Run 1, the metal 2 layer:
Bar = 20 µm.
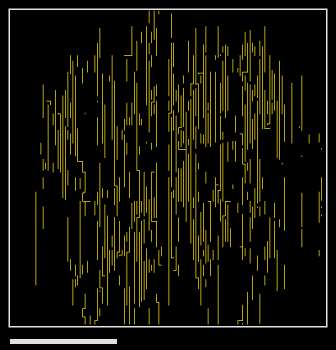
Run 1, met3 routing:
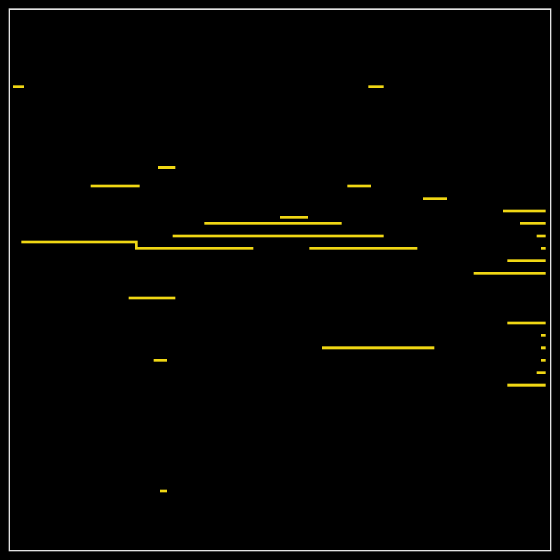
Run 1, routing congestion map:
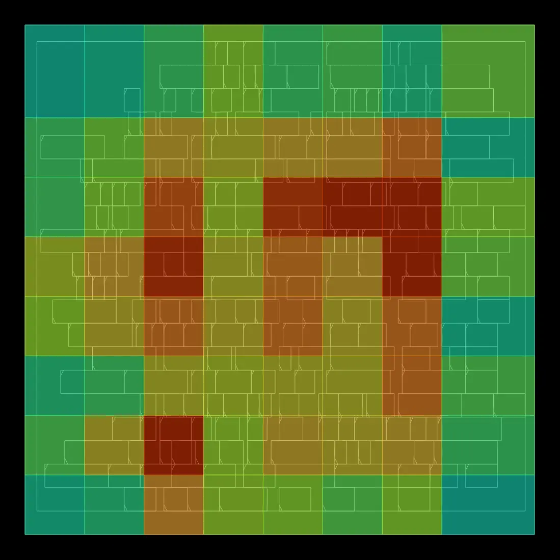
[config.mk]
export PLATFORM = sky130hd
export DESIGN_NAME = serial_parallelizer
export DESIGN_NICKNAME = d
export VERILOG_FILES = /design/src/rtl/serial_parallelizer_pkg.sv /design/src/rtl/sp_bit_counter.sv /design/src/rtl/serial_parallelizer.sv
export SDC_FILE = /design/constraint.sdc
export NUM_CORES = 1
export LEC_CHECK = 0
export ABC_CLOCK_PERIOD_IN_PS = 2050
export CORE_UTILIZATION = 51
export DETAILED_ROUTE_END_ITERATION = 8
export HOLD_SLACK_MARGIN = 0.06
export PLACE_DENSITY = 0.8
export SLEW_MARGIN = 20
export SYNTH_ARGS = -nofsm -noshare
export SYNTH_HDL_FRONTEND = slang
export SYNTH_SLANG_ARGS = --single-unit
[constraint.sdc]
create_clock -name i_CLK -period 2.05 [get_ports i_CLK]
set_input_delay 0.41 -clock i_CLK [delete_from_list [all_inputs] [get_ports i_CLK]]
set_output_delay 0.41 -clock i_CLK [all_outputs]
set_load 0.02 [all_outputs]
[src/rtl/serial_parallelizer_pkg.sv]
// Shared types and constants for the serial-to-parallel word assembler.
package serial_parallelizer_pkg;

    // IDLE waits for a start bit (framed mode only); SHIFT collects data bits.
    typedef enum logic {
        ST_IDLE  = 1'b0,
        ST_SHIFT = 1'b1
    } sp_state_t;

    localparam int SP_DEFAULT_WIDTH = 16;

    // Width of the bit counter; never narrower than one bit.
    function automatic int sp_count_bits(input int width);
        return (width > 1) ? $clog2(width) : 1;
    endfunction

endpackage

[src/rtl/sp_bit_counter.sv]
// Counts data bits of the word being assembled and flags the bit that completes it.
// i_Clear restarts the count in the same cycle, so a coincident increment
// counts as the first bit of the new word.
module sp_bit_counter #(
    parameter int WIDTH = 16,
    parameter int CW    = 4
) (
    input  logic          i_CLK,
    input  logic          i_RESET,
    input  logic          i_Clear,
    input  logic          i_Inc,
    output logic [CW-1:0] o_Count,
    output logic          o_Wrap
);

    localparam logic [CW-1:0] LAST = CW'(WIDTH - 1);

    logic [CW-1:0] r_count;
    logic [CW-1:0] w_base;
    logic          w_wrap;

    // Effective starting count for this cycle and last-bit detection.
    always_comb begin
        w_base = {CW{1'b0}};
        if (i_Clear) begin
            w_base = {CW{1'b0}};
        end else begin
            w_base = r_count;
        end
        w_wrap = i_Inc && (w_base == LAST);
    end

    // Count register: wraps to zero on the completing bit.
    always_ff @(posedge i_CLK) begin
        if (i_RESET) begin
            r_count <= {CW{1'b0}};
        end else if (w_wrap) begin
            r_count <= {CW{1'b0}};
        end else if (i_Inc) begin
            r_count <= w_base + CW'(1);
        end else begin
            r_count <= w_base;
        end
    end

    assign o_Count = r_count;
    assign o_Wrap  = w_wrap;

endmodule

[src/rtl/serial_parallelizer.sv]
// Serial-to-parallel converter with optional start-bit framing, a one-word
// output holding register with ready/valid handshake, and a sticky overrun flag.
module serial_parallelizer
    import serial_parallelizer_pkg::*;
#(
    parameter int WIDTH     = SP_DEFAULT_WIDTH,
    parameter int LSB_FIRST = 0,
    parameter int FRAMED    = 0
) (
    input  logic                              i_CLK,
    input  logic                              i_RESET,
    input  logic                              i_Data,
    input  logic                              i_BitEn,
    input  logic                              i_Sync,
    input  logic                              i_Ready,
    output logic [WIDTH-1:0]                  o_Data,
    output logic                              o_Valid,
    output logic                              o_Latch,
    output logic                              o_Overrun,
    output logic [sp_count_bits(WIDTH)-1:0]   o_BitCount
);

    localparam int        CW         = sp_count_bits(WIDTH);
    localparam bit        IS_FRAMED  = (FRAMED != 0);
    localparam bit        IS_LSB     = (LSB_FIRST != 0);
    // State entered on reset and on a realign request.
    localparam sp_state_t ST_REALIGN = IS_FRAMED ? ST_IDLE : ST_SHIFT;

    sp_state_t        r_state;
    sp_state_t        w_state_next;
    sp_state_t        w_eff_state;
    logic [WIDTH-1:0] r_shift;
    logic [WIDTH-1:0] w_shift_base;
    logic [WIDTH-1:0] w_shift_next;
    logic [WIDTH-1:0] r_data;
    logic             r_valid;
    logic             r_latch;
    logic             r_overrun;
    logic             w_shift_bit;
    logic             w_word;
    logic             w_load;
    logic             w_drop;
    logic [CW-1:0]    w_count;

    // A realign request takes effect before this cycle's bit is considered.
    always_comb begin
        w_eff_state  = r_state;
        w_shift_base = r_shift;
        if (i_Sync) begin
            w_eff_state  = ST_REALIGN;
            w_shift_base = {WIDTH{1'b0}};
        end else begin
            w_eff_state  = r_state;
            w_shift_base = r_shift;
        end
        w_shift_bit  = i_BitEn && (w_eff_state == ST_SHIFT);
        w_shift_next = IS_LSB ? {i_Data, w_shift_base[WIDTH-1:1]}
                              : {w_shift_base[WIDTH-2:0], i_Data};
        w_load       = w_word && (!r_valid || i_Ready);
        w_drop       = w_word && r_valid && !i_Ready;
    end

    sp_bit_counter #(
        .WIDTH (WIDTH),
        .CW    (CW)
    ) u_bit_counter (
        .i_CLK   (i_CLK),
        .i_RESET (i_RESET),
        .i_Clear (i_Sync),
        .i_Inc   (w_shift_bit),
        .o_Count (w_count),
        .o_Wrap  (w_word)
    );

    // Next-state logic: start bit opens a frame, completing bit closes it.
    always_comb begin
        w_state_next = w_eff_state;
        case (w_eff_state)
            ST_IDLE: begin
                if (i_BitEn && i_Data) begin
                    w_state_next = ST_SHIFT;
                end else begin
                    w_state_next = ST_IDLE;
                end
            end
            ST_SHIFT: begin
                if (w_word && IS_FRAMED) begin
                    w_state_next = ST_IDLE;
                end else begin
                    w_state_next = ST_SHIFT;
                end
            end
            default: begin
                w_state_next = ST_REALIGN;
            end
        endcase
    end

    // State register.
    always_ff @(posedge i_CLK) begin
        if (i_RESET) begin
            r_state <= ST_REALIGN;
        end else begin
            r_state <= w_state_next;
        end
    end

    // Shift register: takes qualified data bits, cleared on realign.
    always_ff @(posedge i_CLK) begin
        if (i_RESET) begin
            r_shift <= {WIDTH{1'b0}};
        end else if (w_shift_bit) begin
            r_shift <= w_shift_next;
        end else begin
            r_shift <= w_shift_base;
        end
    end

    // Output holding register with handshake, load strobe and sticky overrun.
    always_ff @(posedge i_CLK) begin
        if (i_RESET) begin
            r_data    <= {WIDTH{1'b0}};
            r_valid   <= 1'b0;
            r_latch   <= 1'b0;
            r_overrun <= 1'b0;
        end else begin
            r_latch <= w_load;
            if (w_load) begin
                r_data  <= w_shift_next;
                r_valid <= 1'b1;
            end else if (r_valid && i_Ready) begin
                r_valid <= 1'b0;
            end else begin
                r_valid <= r_valid;
            end
            if (w_drop) begin
                r_overrun <= 1'b1;
            end else begin
                r_overrun <= r_overrun;
            end
        end
    end

    assign o_Data     = r_data;
    assign o_Valid    = r_valid;
    assign o_Latch    = r_latch;
    assign o_Overrun  = r_overrun;
    assign o_BitCount = w_count;

endmodule

==> run summary, run 1 <==
Implementation results are summarized by area below.

Run status
The flow ran to the end, and the final reports show no timing, DRC or antenna violations.

Clocking
The clock tree synthesis step divided the H-tree into 2 levels. The CTS tree is done. The skew report gives the latency at the later pin of the worst-skew pair as 0.34 ns.

Layout
The finished layout holds 257 standard cells, fillers aside. The number of clock buffers in the layout is 7. In the final layout, the fill cell count is 270.

The area growth from synthesis to layout is 24.8%. The final report gives the standard cell area, fillers excluded, as 0.00207 mm². Per the layout report, the design carries 40 non-clock buffers. The design has 39 sequential cells.

Placed design
The post-DP HPWL is 2.73 mm.

STA
The final report lists the setup-violating endpoint count as 0. The number of hold violations in the final report is 0.

Worst setup path
The total stage count of the critical path is 6. The signal on the critical path passes through clkdlybuf4s50_1 -> nor2b_1 -> ha_1 -> and2_1 -> nand2_2 -> o41ai_1. Per STA, the worst path accumulates the most delay in the family simple AND/OR/NAND/NOR gates. The largest stage delay on the critical path is 0.45 ns.

Pwr
The power attributed to sequential cells is 763 µW. The power in the clock group is 368 µW. The share of power burned in registers is 0.630. Per the power-grid run, VDD falls by no more than 0.000504 V. Power spread over the standard cell area amounts to 585 mW/mm².

Hold path
The worst hold endpoint is r_shift[14]$_SDFF_PP0_.

Synth
Per the synthesis report, the dominant area consumer among library cells is sky130_fd_sc_hd__dfxtp_1. Per Yosys stat, the portion of area used by sequential elements is 0.471. The library cell with the highest instance count after synthesis is sky130_fd_sc_hd__dfxtp_1.

The summed instance area of the synthesized netlist is 0.00166 mm².

Global route
met1 track demand over resource after global routing is 0.328.

Floorplanning
The die is 59.0 µm tall. According to the floorplan report, the total die area is 0.00349 mm².

Route
The length of routed wiring on met1 is 1.85 mm.
## Picture notes: 'the metal 2 layer'
The wires run mostly vertical. The layer carries 1810 µm of wire. The longest straight run is 26.9 µm.

## Picture notes: 'met3 routing'
22 nets have wire on it. The longest straight run is 22.8 µm. The layer carries 138 µm of wire.
detailed-route wire length: 3.85 mm
via count: 1492
met3 track utilization from global routing: 0.0502

## Picture notes: 'routing congestion map'
overall routing resource usage: 0.247
global routing usage on met2: 0.386
Routed wire per std cell: 15.0 µm
Core Util, Final: 0.673

## Run 2: what changed since run 1
--- a/config.mk
+++ b/config.mk
@@ -7,6 +7,7 @@
 export LEC_CHECK = 0
 export ABC_CLOCK_PERIOD_IN_PS = 2050
 export CORE_UTILIZATION = 51
+export CTS_CLUSTER_DIAMETER = 40
 export DETAILED_ROUTE_END_ITERATION = 8
 export HOLD_SLACK_MARGIN = 0.06
 export PLACE_DENSITY = 0.8
Run 2, logic cells by family:
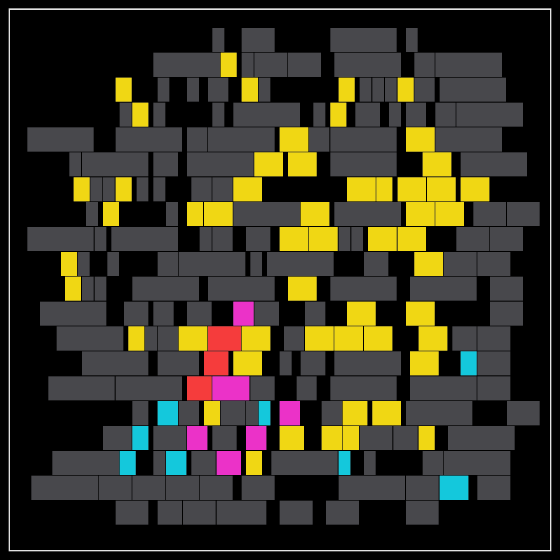
Magenta is AND and OR gates, cells 6, where south. Cyan is NOR gates, cells 8, most used nor3_1. Yellow is inverting AOI/OAI gates, cells 53, most used a21oi_1. Red is AND-OR and OR-AND gates, cells 3, most used o21a_1.
number of cells in the finished layout apart from fillers: 257
fraction of standard cell area in multi-input logic: 0.378
highest-count logic cell in the final layout: sky130_fd_sc_hd__dfxtp_1

==> run summary, run 2 <==
Implementation results are summarized by area below.

Synth
The share of the Yosys chip area taken by registers is 0.471. At floorplan, the net count of the design was reported as 188. The area share of and-or/or-and cells after synthesis is 0.249. The largest total area in the synthesized netlist belongs to sky130_fd_sc_hd__dfxtp_1. The synthesis area per yosys is 0.00166 mm². The library cell with the highest instance count after synthesis is sky130_fd_sc_hd__dfxtp_1.

Hold path
Looking at the hold checks, the worst path lands on r_shift[14]$_SDFF_PP0_.

Placed design
Counting tap cells, the placed design contains a total of 249 instances. Summed over all nets, the half-perimeter wirelength after detailed placement is 2.73 mm.

STA
The number of hold violations in the final report is 0. Looking at the max-slew report, the worst-margin pin has a slew of 0.408 ns. The setup violation total in the final timing report is 0.

Worst setup path
The cell sequence reported for the critical path is clkdlybuf4s50_1 -> nor2b_1 -> ha_1 -> and2_1 -> nand2_2 -> o41ai_1. The cell family contributing the most delay on the critical path is simple AND/OR/NAND/NOR gates. The total stage count of the critical path is 6. The largest stage delay on the critical path is 0.45 ns.

The required arrival time at the worst endpoint is 2.28 ns.

Global route
The aggregate global routing overflow is 0. The global-route total usage across every layer is 0.247. The largest net degree at the start of global routing is 34. The global routing report lists met2 layer usage as 0.386.

Layout
There are 39 flip-flops and latches. The fraction of area in clock buffers and inverters is 0.0242. The relative area change from synthesis to final layout is 24.8%. The number of clock buffers in the layout is 7.

At the end of the flow the core is filled with cells to 0.673. The non-clock buffer count in the final layout is 40. The total non-filler cell area in the finished layout is 0.00207 mm².

After filler insertion, the fill cell instance count of the layout stands at 270. Ranked by total area, the top cell class in this layout is combinational gates.

Route
The final wirelength is 3.85 mm. The length of routed wiring on met1 is 1.85 mm. Summed over all nets, wire length on met3 after detailed routing comes to 137 µm. The post-detailed-route wirelength per cell is 15.0 µm. The number of vias in the routed layout is 1492.

Clocking
Per the CTS log, the maximum H-tree level is 2. Per the skew report, the later register of the worst-skew pair sees a clock latency of 0.34 ns. The CTS tree is done.

Pwr
The worst vdd rail ir drop is 0.000504 V. The power report attributes to the sequential group a share of 0.630. The power in the clock group is 368 µW. Per the summary, power density relative to cell area is 585 mW/mm². Sequential power for this build is 763 µW. Summing internal, switching and leakage power gives 1.21 mW.

Run status
The flow ran to the end, and the final reports show no timing, DRC or antenna violations.

Floorplanning
The total die size is 0.00349 mm².
Run 2, routing congestion map:
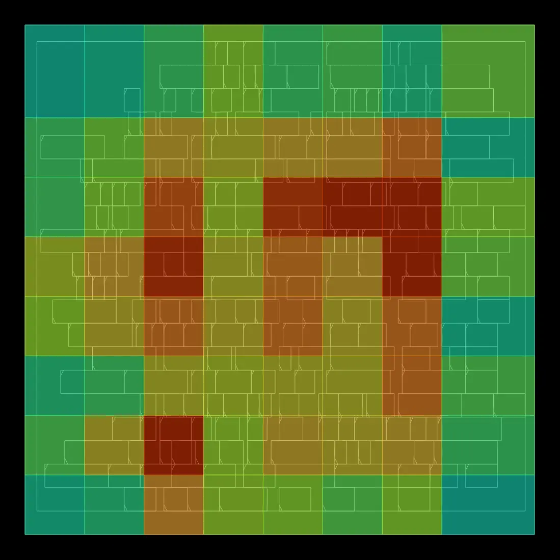
met1 demand-to-capacity share in global routing: 0.328
layer with the highest usage after global routing: met2

Run 2, register map, names as in the netlist:
Bar = 20 µm. Other sequential cells in the stronger gray, the rest of the logic in the fainter gray.
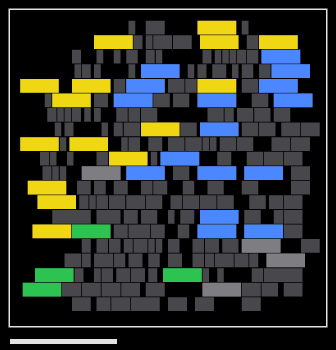

## Run 3: what changed since run 2
--- a/config.mk
+++ b/config.mk
@@ -6,12 +6,13 @@
 export NUM_CORES = 1
 export LEC_CHECK = 0
 export ABC_CLOCK_PERIOD_IN_PS = 2050
-export CORE_UTILIZATION = 51
+export CELL_PAD_IN_SITES_DETAIL_PLACEMENT = 0
+export CELL_PAD_IN_SITES_GLOBAL_PLACEMENT = 1
+export CORE_UTILIZATION = 39
 export CTS_CLUSTER_DIAMETER = 40
 export DETAILED_ROUTE_END_ITERATION = 8
 export HOLD_SLACK_MARGIN = 0.06
 export PLACE_DENSITY = 0.8
-export SLEW_MARGIN = 20
 export SYNTH_ARGS = -nofsm -noshare
 export SYNTH_HDL_FRONTEND = slang
 export SYNTH_SLANG_ARGS = --single-unit
Run 3, register map, names as in the netlist:
Bar = 20 µm. Other sequential cells in the stronger gray, the rest of the logic in the fainter gray.
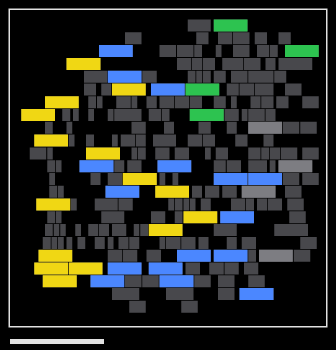
Yellow is r_shift, sequential cells 15. Green is u_bit_counter.o_Count, sequential cells 4. Blue is o_Data, sequential cells 16.

==> run summary, run 3 <==
Implementation results are summarized by area below.

STA
The transition time at the pin with the least slew margin is 0.477 ns. The final timing report counts setup violations totalling 0.

Synth
The mapped netlist covers 0.00166 mm². The share of the Yosys chip area taken by registers is 0.471. The library cell with the highest instance count after synthesis is sky130_fd_sc_hd__dfxtp_1. Per the Yosys statistics, synthesis produced 181 cells. Synthesis produced a netlist with a net count of 188.

Placed design
For this run the detailed placement stage logged an HPWL of 2.84 mm.

Global route
The layer flagged by global routing as most heavily used is met2. The largest net degree at the start of global routing is 34. The global routing usage on met2 is 0.323. The global routing report lists combined usage of all routing layers as 0.202. For this run the aggregate overflow at the end of global routing stands at 0.

Worst setup path
The largest stage delay on the critical path is 0.55 ns. The timing report lists the critical path depth as 7 cells. The cell sequence reported for the critical path is clkdlybuf4s50_1 -> nor2b_2 -> ha_1 -> nand2_1 -> buf_4 -> o311ai_0 -> o41ai_1.

Data on the critical path is required at its endpoint by 2.22 ns. The cell family contributing the most delay on the critical path is buffers and inverters.

Pwr
Of the total power, registers draw 0.541. Per report_power, the Sequential row totals 763 µW. Across the VDD grid, the largest voltage drop is 0.000336 V. Summed over the clock group, the power is 561 µW.

Clocking
For the worst-skew pair, the clock arrives at the later sink with an insertion delay of 0.30 ns. TritonCTS built the clock tree.

Layout
The count of cells in the finished layout, fillers not included, comes to 267. Among logic cells in the layout, the one with the most instances is sky130_fd_sc_hd__dfxtp_1. The layout filler cell count is 379. The leading cell category by total area is combinational gates. The clock buffers instantiated in the layout total 6. The final report gives the standard cell area, fillers excluded, as 0.00219 mm². The layout report gives the multi-input gate share of total cell area as 0.372. For this run, the share of the core covered by cells in the final layout is 0.543. The layout report lists the clock-cell share of area as 0.0451. Compared with the post-synthesis result, the final layout area differs by 32.0%.

The final layout contains a sequential cell count of 39. The non-clock buffer count in the final layout is 44.

Hold path
The worst hold endpoint is r_shift[14]$_SDFF_PP0_.

Route
TritonRoute output was used to compute an average wire per cell of 15.7 µm.

Run status
The run finished with clean final reports.

Floorplanning
The total die size is 0.00452 mm².
Run 3, met3 routing:
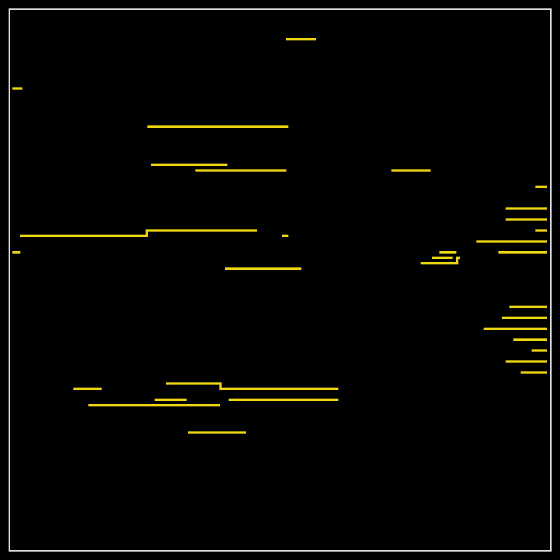
The layer holds 5.2% of the routed length. The layer carries 218 µm of wire.
met3 track utilization from global routing: 0.0574
detailed-route wire length: 4.18 mm
via count: 1504

Power figures rest on the tool's default switching activity, not on a simulated workload.
